### src/rtl/wb_mem_arbiter.sv
// wb_mem_arbiter: round-robin arbiter connecting NUM_MASTERS Wishbone masters
// to a single memory controller with a read/write strobe and a one-cycle
// response pulse. Transfers follow the sequence IDLE -> BUSY -> ACK -> IDLE.
// Optional feature macro: WB_TIMEOUT_EN. When it is defined, a BUSY watchdog
// with a limit of TIMEOUT_CYCLES ends a stalled transfer with m_err_o.
module wb_mem_arbiter #(
  parameter int unsigned NUM_MASTERS    = 2,
  parameter int unsigned ADDR_WIDTH     = 32,
  parameter int unsigned DATA_WIDTH     = 32,
  parameter int unsigned TIMEOUT_CYCLES = 1024
) (
  input  logic                             clk,
  input  logic                             rst_n,
  input  logic [NUM_MASTERS-1:0]           m_cyc_i,
  input  logic [NUM_MASTERS-1:0]           m_stb_i,
  input  logic [NUM_MASTERS-1:0]           m_we_i,
  input  logic [NUM_MASTERS*ADDR_WIDTH-1:0] m_addr_i,
  input  logic [NUM_MASTERS*DATA_WIDTH-1:0] m_data_i,
  output logic [NUM_MASTERS-1:0]           m_ack_o,
  output logic [NUM_MASTERS-1:0]           m_err_o,
  output logic [DATA_WIDTH-1:0]            m_data_o,
  output logic                             mem_read_o,
  output logic                             mem_write_o,
  output logic [ADDR_WIDTH-1:0]            mem_addr_o,
  output logic [DATA_WIDTH-1:0]            mem_wdata_o,
  input  logic [DATA_WIDTH-1:0]            mem_rdata_i,
  input  logic                             mem_response_i
);

  localparam int unsigned PTR_W = (NUM_MASTERS > 1) ? $clog2(NUM_MASTERS) : 1;

  if (NUM_MASTERS == 0 || NUM_MASTERS > 8 || TIMEOUT_CYCLES == 0) begin : g_param_check
    $error("wb_mem_arbiter: parameter out of range");
  end

  typedef enum logic [1:0] {
    ST_IDLE,
    ST_BUSY,
    ST_ACK
  } state_t;

  state_t                 state;
  logic [PTR_W-1:0]       ptr;
  logic [PTR_W-1:0]       grant;
  logic [PTR_W-1:0]       pick;
  logic [PTR_W-1:0]       idx;
  logic                   found;
  logic                   any_req;
  logic [NUM_MASTERS-1:0] req;
  logic [NUM_MASTERS-1:0] grant_oh;
  logic                   tmo_hit;

  assign grant_oh = NUM_MASTERS'(1) << grant;

  // Round-robin pick: first requesting master at or after ptr, wrapping.
  always_comb begin
    req     = m_cyc_i & m_stb_i;
    any_req = |req;
    pick    = '0;
    found   = 1'b0;
    idx     = '0;
    for (int unsigned off = 0; off < NUM_MASTERS; off++) begin
      idx = PTR_W'((32'(ptr) + off) % NUM_MASTERS);
      if (!found && req[idx]) begin
        found = 1'b1;
        pick  = idx;
      end
    end
  end

`ifdef WB_TIMEOUT_EN
  localparam int unsigned TMO_W = $clog2(TIMEOUT_CYCLES + 1);

  logic [TMO_W-1:0]       tmo_cnt;
  logic [NUM_MASTERS-1:0] err_q;

  // The limit is reached in the BUSY cycle whose count equals TIMEOUT_CYCLES-1.
  assign tmo_hit = (state == ST_BUSY) && (tmo_cnt == TMO_W'(TIMEOUT_CYCLES - 1));
  assign m_err_o = err_q;

  // Count BUSY cycles that end without a response; cleared outside BUSY.
  always_ff @(posedge clk or negedge rst_n) begin
    if (!rst_n) begin
      tmo_cnt <= '0;
    end else if (state == ST_BUSY && !mem_response_i && !tmo_hit) begin
      tmo_cnt <= tmo_cnt + 1'b1;
    end else begin
      tmo_cnt <= '0;
    end
  end

  // One-cycle error pulse on timeout; a same-cycle response takes priority.
  always_ff @(posedge clk or negedge rst_n) begin
    if (!rst_n) begin
      err_q <= '0;
    end else if (tmo_hit && !mem_response_i) begin
      err_q <= grant_oh & m_cyc_i;
    end else begin
      err_q <= '0;
    end
  end
`else
  assign tmo_hit = 1'b0;
  assign m_err_o = '0;
`endif

  // Transfer sequencer with registered strobes, ack and read data.
  // ST_ACK is also the closing cycle after a timeout (ack stays low there).
  always_ff @(posedge clk or negedge rst_n) begin
    if (!rst_n) begin
      state       <= ST_IDLE;
      ptr         <= '0;
      grant       <= '0;
      mem_read_o  <= 1'b0;
      mem_write_o <= 1'b0;
      mem_addr_o  <= '0;
      mem_wdata_o <= '0;
      m_ack_o     <= '0;
      m_data_o    <= '0;
    end else begin
      case (state)
        ST_IDLE: begin
          if (any_req) begin
            grant       <= pick;
            mem_addr_o  <= m_addr_i[pick*ADDR_WIDTH +: ADDR_WIDTH];
            mem_wdata_o <= m_data_i[pick*DATA_WIDTH +: DATA_WIDTH];
            mem_read_o  <= !m_we_i[pick];
            mem_write_o <= m_we_i[pick];
            state       <= ST_BUSY;
          end
        end
        ST_BUSY: begin
          if (mem_response_i) begin
            m_data_o    <= mem_rdata_i;
            m_ack_o     <= grant_oh & m_cyc_i;
            mem_read_o  <= 1'b0;
            mem_write_o <= 1'b0;
            state       <= ST_ACK;
          end else if (tmo_hit) begin
            mem_read_o  <= 1'b0;
            mem_write_o <= 1'b0;
            state       <= ST_ACK;
          end
        end
        ST_ACK: begin
          m_ack_o <= '0;
          ptr     <= (grant == PTR_W'(NUM_MASTERS - 1)) ? '0 : grant + 1'b1;
          state   <= ST_IDLE;
        end
        default: begin
          state <= ST_IDLE;
        end
      endcase
    end
  end

endmodule
### config.mk
export PLATFORM = sky130hd
export DESIGN_NAME = wb_mem_arbiter
export DESIGN_NICKNAME = d
export VERILOG_FILES = /design/src/rtl/wb_mem_arbiter.sv
export SDC_FILE = /design/constraint.sdc
export NUM_CORES = 1
export LEC_CHECK = 0
export CORE_MARGIN = 5
export CORE_UTILIZATION = 35
export CTS_CLUSTER_SIZE = 12
export DETAILED_ROUTE_END_ITERATION = 6
export GPL_ROUTABILITY_DRIVEN = 0
export PLACE_DENSITY = 0.75
export SKIP_LAST_GASP = 1
export SYNTH_ARGS = -nofsm -noshare
export SYNTH_HDL_FRONTEND = slang
export SYNTH_SLANG_ARGS = --single-unit
### constraint.sdc
create_clock -name clk -period 2.6 [get_ports clk]
set_input_delay 0.52 -clock clk [delete_from_list [all_inputs] [get_ports clk]]
set_output_delay 0.52 -clock clk [all_outputs]
set_load 0.1 [all_outputs]
==> notes.md <==
run metrics: Synth area leader=dfrtp_1, CP Class=in2reg, setup violators final=0, Slew @ Worst Pin=0.667 ns, diode count=0, worst rel slew slack=0.556, Max Cap Viol=0, Mapped Area=4600 um^2, number of global-route vias before repair=4269, sum of buffers and inverters on the critical path=2, OpenROAD warning count=28, worst setup path startpoint=m_cyc_i[0], Reg area=2600 um^2, Final Non-Filler Cells=slightly below 900, yosys stat chip area=4600 um^2, worst r2r path cells=5, Crit path depth=6, highest achievable clock rate=0.514 GHz, number of vias per cell=4.53, most frequent cell after synthesis=nand2_1, syn avg cell area=10.2 um^2, Fin. Hold Viols=0, TritonCTS clock tree=yes, Cells after Synth=451, CP Launch Type=primary input, crit path DRT=2.80 ns, Root Driver=clkbuf_16, GRT Total Usage=0.174, 1st-iter DRT viols=204, Reg clk slew, reported paths=approximately 0.070 ns, largest net degree at the start of global routing=105, Crit-path slowest cell=clkdlybuf4s50_1, FILL cells=1142, Final ANT Viol Nets=0, ys async rst share=1.00, Port Buffers=about 270, final clock period utilization by the worst path=0.749, Critical Path AT=2.15 ns, Post-synth EDFFs=0, critical path cell sequence=clkdlybuf4s50_1 > nand2_1 > o21bai_4 > buf_4 > mux2i_1 > o21ai_1, fin nets=878, later-pin clock latency in the skew report=0.34 ns, Netlist cell types=23, outcome=finished, final reports clean, I/O pin count=271, layout cells sized above 1=0.179, die span in x=approximately 120 um, total number of vias=4036, synth warn=0, Min-Delay Path Class=in2async, post-CTS setup repair buffer count=0, Reg-to-Reg Start=state[1], H-tree levels=3, # rows=approximately 42, Fin Hold WS=roughly 0.19 ns, clock sinks=104, setup total negative slack=0 ns, CP endpoint=mem_addr_o[15], hpwl dp=10900 um, Layout Utilization=0.566, fp util=0.352, Post-CTS Resized=0, worst flop-to-flop path endpoint=m_data_o[14], cell total in the yosys stat output=between 400 and 500, crit end category=register, final wirelength=13900 um, Seq/Total Area, Yosys=0.565, pre-CTS WS=0.290 ns, drc violations=0, first-pass GRT wire length=between 20000 and 25000 um, die height=125 um, crit path time final=1.95 ns, crit-path max FO=24, Post-synth area hogs=dfrtp_1 (57%), mux2i_1 (14%), nand2_1 (14%)
==> cell families (layout without fill, tap and decap cells) <==
logic type / after synthesis / in the layout / synth area share
AND/OR/NAND/NOR: 173 / 173 / 0.145
buffers and inverters: 32 / 294 / 0.0563
multiplexers: 66 / 66 / 0.145
other: 1 / 2 / 0.000815
flip-flops: 104 / 104 / 0.565
AND-OR/OR-AND: 75 / 75 / 0.0878
==> cell usage in the layout, fill, tap and decap left out <==
cell type        count
clkinvlp_4           1
conb_1               2
clkbuf_16            9
clkbuf_1             2
mux2_2               1
nand2_1            166
mux2i_1             64
clkinv_2             1
nand3_1              2
clkdlybuf4s50_1    167
mux2_4               1
a22o_1               2
inv_1                1
o31ai_1              1
o21ai_1             64
buf_12               3
and2_1               1
a21oi_1              1
a211o_4              1
dfrtp_1            104
buf_4              107
o21bai_4             1
o21ai_0              5
nand3b_1             2
nand2b_1             2
clkbuf_8             3
==> per-layer routing <==
metal	vias to the layer above	global-route usage	routed length, um
met3	18	0.0557	1050
met5	-	0	0
met2	158	0.302	6920
met1	1860	0.206	5650
met4	0	0.0535	270
li1	2000	-	-
==> sequential cells by signal (all words and copies together) (netlist names) <==
name	count
grant	1
m_ack_o	2
m_data_o	32
mem_addr_o	32
mem_read_o	1
mem_wdata_o	32
mem_write_o	1
ptr	1
state	2
==> area by class of cell <==
class,instances,area share
clock inverters,2,0.00169
flip-flops and latches,104,0.352
clock buffers,14,0.0370
well taps,176,0.0298
repair buffers,277,0.343
inverters,1,0.000507
multi-input cells,316,0.237
Figure 1. Cell sizes after repair.
Scale bar: 20 um.
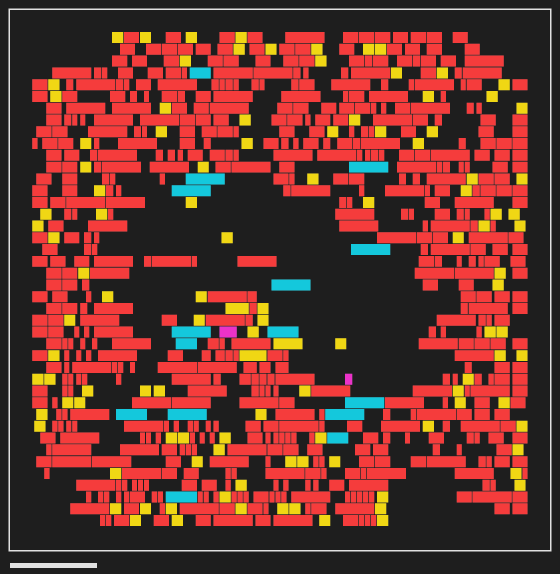
| size | color | cells |
|---|---|---|
| drive 1 or less | red | 586 |
| drive 3 to 4 | yellow | 111 |
| drive 6 and up | cyan | 15 |
| drive 2 | magenta | 2 |
cell area after layout: 7400 um^2
number of non-clock buffers: 277
Worst Slack Setup Final: 0.653 ns

Figure 2. Routing congestion.
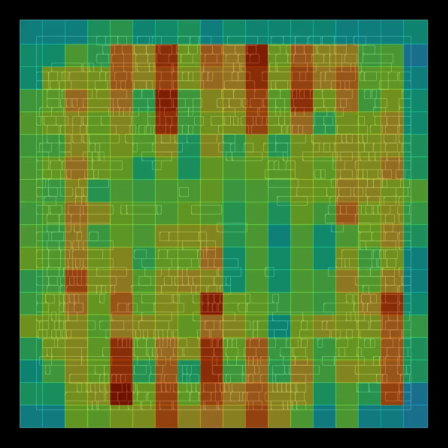
met3 Track Usage GR: 0.0557
busiest grt layer: met2
met2 GRT Util: 0.302
WL/cell: 15.6 um

